==> src/rtl/resp_misr.sv <==
// resp_misr -- 16-bit multiple-input signature register (MISR) that compacts
// a stream of 4-bit responses from a combinational stage under test.
//
// A start in IDLE seeds the signature, clears the sample counter and latches
// the number of samples to take. In CAPT each y_valid && y_ready cycle folds
// one y vector into the signature. After the last accepted sample the block
// spends exactly one cycle in DONE (done pulse), then returns to IDLE. The
// signature and count stay frozen until the next accepted start.
//
// Optional feature macro: RESP_MISR_CMP_EN
//   When defined, adds the golden input and the registered match output.
//   match is evaluated in the DONE cycle and held until the next start.
//
// Ports:
//   clk          in   clock, rising edge
//   rst_n        in   asynchronous active-low reset
//   start        in   capture request (only honoured in IDLE)
//   num_samples  in   CNT_W  samples to compress, latched on accepted start
//   y_valid      in   upstream response valid
//   y            in   4    response vector
//   golden       in   16   expected signature   (RESP_MISR_CMP_EN only)
//   y_ready      out  block accepts y this cycle (CAPT)
//   busy         out  high in CAPT and DONE
//   done         out  one-cycle pulse when the signature is final
//   signature    out  16   current MISR value
//   sample_cnt   out  CNT_W samples accepted since last start
//   match        out  signature == golden      (RESP_MISR_CMP_EN only)

module resp_misr #(
  parameter int          CNT_W = 8,
  parameter logic [15:0] SEED  = 16'hFFFF
) (
  input  logic             clk,
  input  logic             rst_n,
  input  logic             start,
  input  logic [CNT_W-1:0] num_samples,
  input  logic             y_valid,
  input  logic [3:0]       y,
`ifdef RESP_MISR_CMP_EN
  input  logic [15:0]      golden,
`endif
  output logic             y_ready,
  output logic             busy,
  output logic             done,
  output logic [15:0]      signature,
  output logic [CNT_W-1:0] sample_cnt
`ifdef RESP_MISR_CMP_EN
  ,
  output logic             match
`endif
);

  // State encoding doubles as the output flags so y_ready/busy/done come
  // straight from flops: bit0 = y_ready, bit1 = busy, bit2 = done.
  typedef enum logic [2:0] {
    ST_IDLE = 3'b000,
    ST_CAPT = 3'b011,
    ST_DONE = 3'b110
  } state_t;

  localparam logic [CNT_W-1:0] CNT_ZERO = {CNT_W{1'b0}};
  localparam logic [CNT_W-1:0] CNT_ONE  = {{(CNT_W-1){1'b0}}, 1'b1};

  // One MISR step: shift left with feedback taps 15,14,12,3, then fold in y.
  function automatic logic [15:0] misr_next(input logic [15:0] sig,
                                            input logic [3:0]  din);
    logic fb;
    fb = sig[15] ^ sig[14] ^ sig[12] ^ sig[3];
    return {sig[14:0], fb} ^ {12'h000, din};
  endfunction

  state_t           state_r,  state_s;
  logic [15:0]      sig_r,    sig_s;
  logic [CNT_W-1:0] cnt_r,    cnt_s;
  logic [CNT_W-1:0] tgt_r,    tgt_s;
  logic [CNT_W-1:0] cnt_inc_s;
  logic             xfer_s;
  logic             accept_s;

  assign xfer_s    = y_valid && (state_r == ST_CAPT);
  assign accept_s  = start && (state_r == ST_IDLE);
  assign cnt_inc_s = cnt_r + CNT_ONE;

  // Next-state, signature and counter update.
  always_comb begin
    state_s = state_r;
    sig_s   = sig_r;
    cnt_s   = cnt_r;
    tgt_s   = tgt_r;
    case (state_r)
      ST_IDLE: begin
        if (accept_s) begin
          sig_s = SEED;
          cnt_s = CNT_ZERO;
          tgt_s = num_samples;
          if (num_samples == CNT_ZERO) begin
            state_s = ST_DONE;
          end else begin
            state_s = ST_CAPT;
          end
        end else begin
          state_s = ST_IDLE;
        end
      end
      ST_CAPT: begin
        if (xfer_s) begin
          sig_s = misr_next(sig_r, y);
          cnt_s = cnt_inc_s;
          // The accepted transfer that reaches the target is the last one.
          if (cnt_inc_s == tgt_r) begin
            state_s = ST_DONE;
          end else begin
            state_s = ST_CAPT;
          end
        end else begin
          state_s = ST_CAPT;
        end
      end
      ST_DONE: begin
        state_s = ST_IDLE;
      end
      default: begin
        state_s = ST_IDLE;
      end
    endcase
  end

  // State, signature, counter and target registers.
  always_ff @(posedge clk or negedge rst_n) begin
    if (!rst_n) begin
      state_r <= ST_IDLE;
      sig_r   <= SEED;
      cnt_r   <= CNT_ZERO;
      tgt_r   <= CNT_ZERO;
    end else begin
      state_r <= state_s;
      sig_r   <= sig_s;
      cnt_r   <= cnt_s;
      tgt_r   <= tgt_s;
    end
  end

  assign y_ready    = state_r[0];
  assign busy       = state_r[1];
  assign done       = state_r[2];
  assign signature  = sig_r;
  assign sample_cnt = cnt_r;

`ifdef RESP_MISR_CMP_EN
  logic match_r;

  // Compare against golden once the signature is final; cleared on restart.
  always_ff @(posedge clk or negedge rst_n) begin
    if (!rst_n) begin
      match_r <= 1'b0;
    end else if (accept_s) begin
      match_r <= 1'b0;
    end else if (state_r == ST_DONE) begin
      match_r <= (sig_r == golden);
    end else begin
      match_r <= match_r;
    end
  end

  assign match = match_r;
`endif

endmodule
==> config.mk <==
export PLATFORM = sky130hd
export DESIGN_NAME = resp_misr
export DESIGN_NICKNAME = d
export VERILOG_FILES = /design/src/rtl/resp_misr.sv
export SDC_FILE = /design/constraint.sdc
export NUM_CORES = 1
export LEC_CHECK = 0
export CORE_ASPECT_RATIO = 1.2
export CORE_MARGIN = 2
export CORE_UTILIZATION = 49
export DETAILED_ROUTE_END_ITERATION = 6
export GPL_ROUTABILITY_DRIVEN = 0
export PLACE_DENSITY = 0.8
export SLEW_MARGIN = 0
export SYNTH_ARGS = -nofsm -noshare
export SYNTH_HDL_FRONTEND = slang
export SYNTH_SLANG_ARGS = --single-unit
==> constraint.sdc <==
create_clock -name clk -period 2.1 [get_ports clk]
set_input_delay 0.315 -clock clk [delete_from_list [all_inputs] [get_ports clk]]
set_output_delay 0.315 -clock clk [all_outputs]
set_load 0.03 [all_outputs]
==> Slide: Implementation Results <==
Flow Results at a Glance

Synth
  – Synthesized cell area: 1740 um^2
  – Ys Warns: 0
  – Ao+oa area frac: 0.115
  – Comb area leader: simple AND/OR/NAND/NOR gates
  – Sequential-to-total area share from yosys stat: 0.516
  – Most frequent cell after synthesis: nand2_1
  – Yosys Instances: 182
  – EDFF count, synth: 0
  – Top cells by area: dfrtp_1 (27%), dfstp_2 (24%), nand2_1 (12%)
  – Registers, synthesis: 35
  – Synth unique cells: 36
  – XOR Share, Synth: 0.0857
  – Mux area share: 0

Routing
  – Final ANT Viol Nets: 0
  – Final wirelength: 4010 um
  – Via count: 1477
  – Drt drc: 0
  – Vias per std cell: 5.43

Timing
  – RSZ-0062 raised after global routing: false
  – Max-slew violations: 0
  – Rel. slew slack: 0.715
  – WHS: 438 ps
  – Worst Clk Skew: 4.64 ps
  – Final count of hold timing violations: 0
  – Sum Neg Setup Slack: 0 ps
  – Final Cycle Share: 0.952
  – # setup viols final: 0
  – FMAX: 500 MHz

Layout
  – Ant diodes: 0
  – Post-Layout Cell Count: 272
  – Share of post-route cells with drive strength above 1: 0.170
  – Most numerous logic cells after layout: nand2_1 (54), clkdlybuf4s50_1 (42), dfrtp_1 (19)

Setup path
  – CP cell instances: ha_1, xor2_1, or3_1, a311oi_1, o211ai_1, a22o_1
  – Reg-to-reg endpoint: state_r[0]
  – Worst-path fanout max: 2
  – Cells on worst reg2reg path: 6
  – Setup slack, reg-to-reg: 100 ps
  – Setup CP Type: register to register
  – CP endpoint kind: register
  – Critical path arrival: 2170 ps
  – Worst setup SP type: register
  – Crit path DRT: 2270 ps

Pwr
  – Combinational power share: 0.465
  – Net Switching: 1.27 mW
  – Pwr/cell area: 1350 nW/um^2
  – Internal: 1.86 mW
  – Power, Total: 3.13 mW
  – Static leakage: 0.993 nW
  – Worst VDD drop: 1.05 mV
  – Switching part of the total: 0.406
  – Clk pwr share: 0.149

Floorplan
  – Die extent in y: 69.2 um
  – Die Footprint: 4040 um^2
  – Die Span X: 58.3 um
  – Core ar.: 3370 um^2
  – Std-Cell Rows: 23

Clocking
  – TritonCTS Buffers: 5
  – Post-CTS sizing: 0
  – Post-CTS Setup Bufs: 0
  – CTS H-Tree Depth: 2
  – Clk Latency, worst-skew pair: 280 ps
  – Clk sink count: 35
  – Longest Clk Path Bufs: 2
  – CTS clk-pin slew, worst paths: 70 ps
  – CTS tree: done

Global routing
  – Global route total overflow: 0
  – Largest net degree at the start of global routing: 36

Status
  – Status: completed

Placed design
  – Port Buffer Count: 42
  – Cells after DPL: 264
  – Post-place setup slack: -14.6 ps

Flow run
  – Max-Cap Viols: 0
## critical path, delay by kind of cell (launching register included)
kind | cells | cell delay, ps
compound gates | 3 | 670
flops | 1 | 380
simple gates | 1 | 350
fa+ha+maj | 1 | 330
xor+xnor | 1 | 160
## power groups by stage
| stage | combinational [mW] | clock, mW | sequential, mW |
|---|---|---|---|
| 2_1_floorplan | 0.607 | 0 | 1.51 |
| 3_3_place_gp | 1.42 | 0 | 1.21 |
| 3_5_place_dp | 1.47 | 0 | 1.22 |
| 4_1_cts | 1.48 | 0.482 | 1.21 |
| 5_1_grt | 1.58 | 0.511 | 1.25 |
| 6_report | 1.46 | 0.468 | 1.21 |
## layer usage
layer / up-vias / routed length (um) / global-route usage / part of all wire
met5: - / 0 / 0 / 0
met4: 0 / 36 / 0.0594 / 0.0090
met3: 4 / 112 / 0.0466 / 0.028
met2: 28 / 2180 / 0.380 / 0.54
met1: 717 / 1690 / 0.259 / 0.42
li1: 728 / - / - / -
## worst max path at each step
stage	from	endpoint	cells after the start
after floorplan	sample_cnt[0]	state_r[0]	6
after global placement	y_valid	state_r[0]	6
after detailed placement	y_valid	state_r[0]	6
after CTS	sample_cnt[0]	state_r[0]	6
after global routing	sample_cnt[0]	state_r[0]	6
final	sample_cnt[0]	state_r[0]	6
## cell type report
type,count,area (um^2),share of cell area
Sequential cell,35,896,0.385
Multi-Input combinational cell,141,812,0.349
Timing Repair Buffer,51,488,0.210
Clock buffer,6,72.6,0.0312
Tap cell,37,46.3,0.0199
Clock inverter,2,12.5,0.00538
## flip-flops by register name (all words and copies together), names as in the netlist
| signal | count |
|---|---|
| signature | 16 |
| sample_cnt | 8 |
| tgt_r | 8 |
| state_r | 3 |
Routing congestion map:
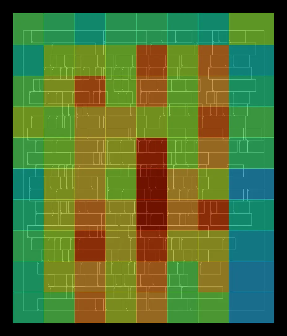
GRT busiest layer: met2
post-DR wirelength/cell: 14.8 um
GRT Resource Usage Total: 0.216
grt met3 use: 0.0466
met1 Use GR: 0.259

Layout detail:
Region (17, 22) to (42, 47) um. Cells in grey, sequential cells in the stronger grey; small squares are vias.
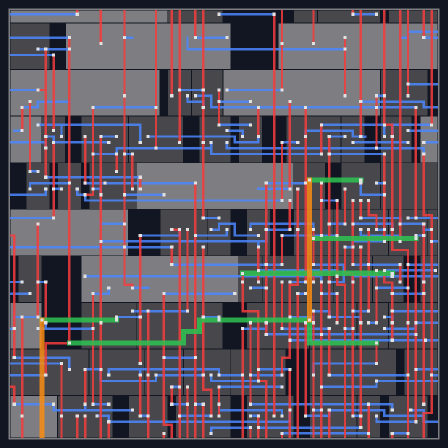
Key: orange = metal 4; blue = metal 1; red = metal 2; green = metal 3
Sequential cells in the window: 7. Netlist names of flops here include `sample_cnt` (2), `signature` (2), `tgt_r` (2). Most frequent: nand2_1 (10), o21ai_0 (5), dfrtp_1 (5). 56 logic cells have their middle in the window.

Sizing map:
Scale: 6 px per um.
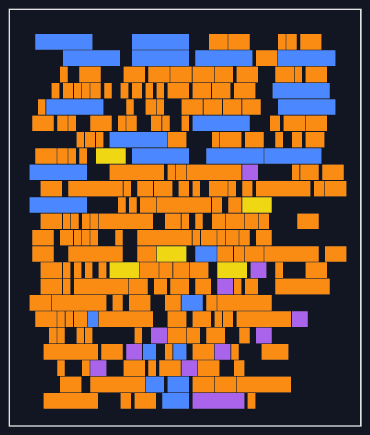
Key: orange = _0 and _1 cells [cells 195]; blue = _2 cells [cells 24]; yellow = _6 and larger [cells 5]; purple = _3 and _4 cells [cells 11]
Non-clock buffers: 51
Design Area, Final: 2330 um^2
Syn-to-layout area delta: 34.0%
final worst slack: 101 ps

Power figures rest on the tool's default switching activity, not on a simulated workload.
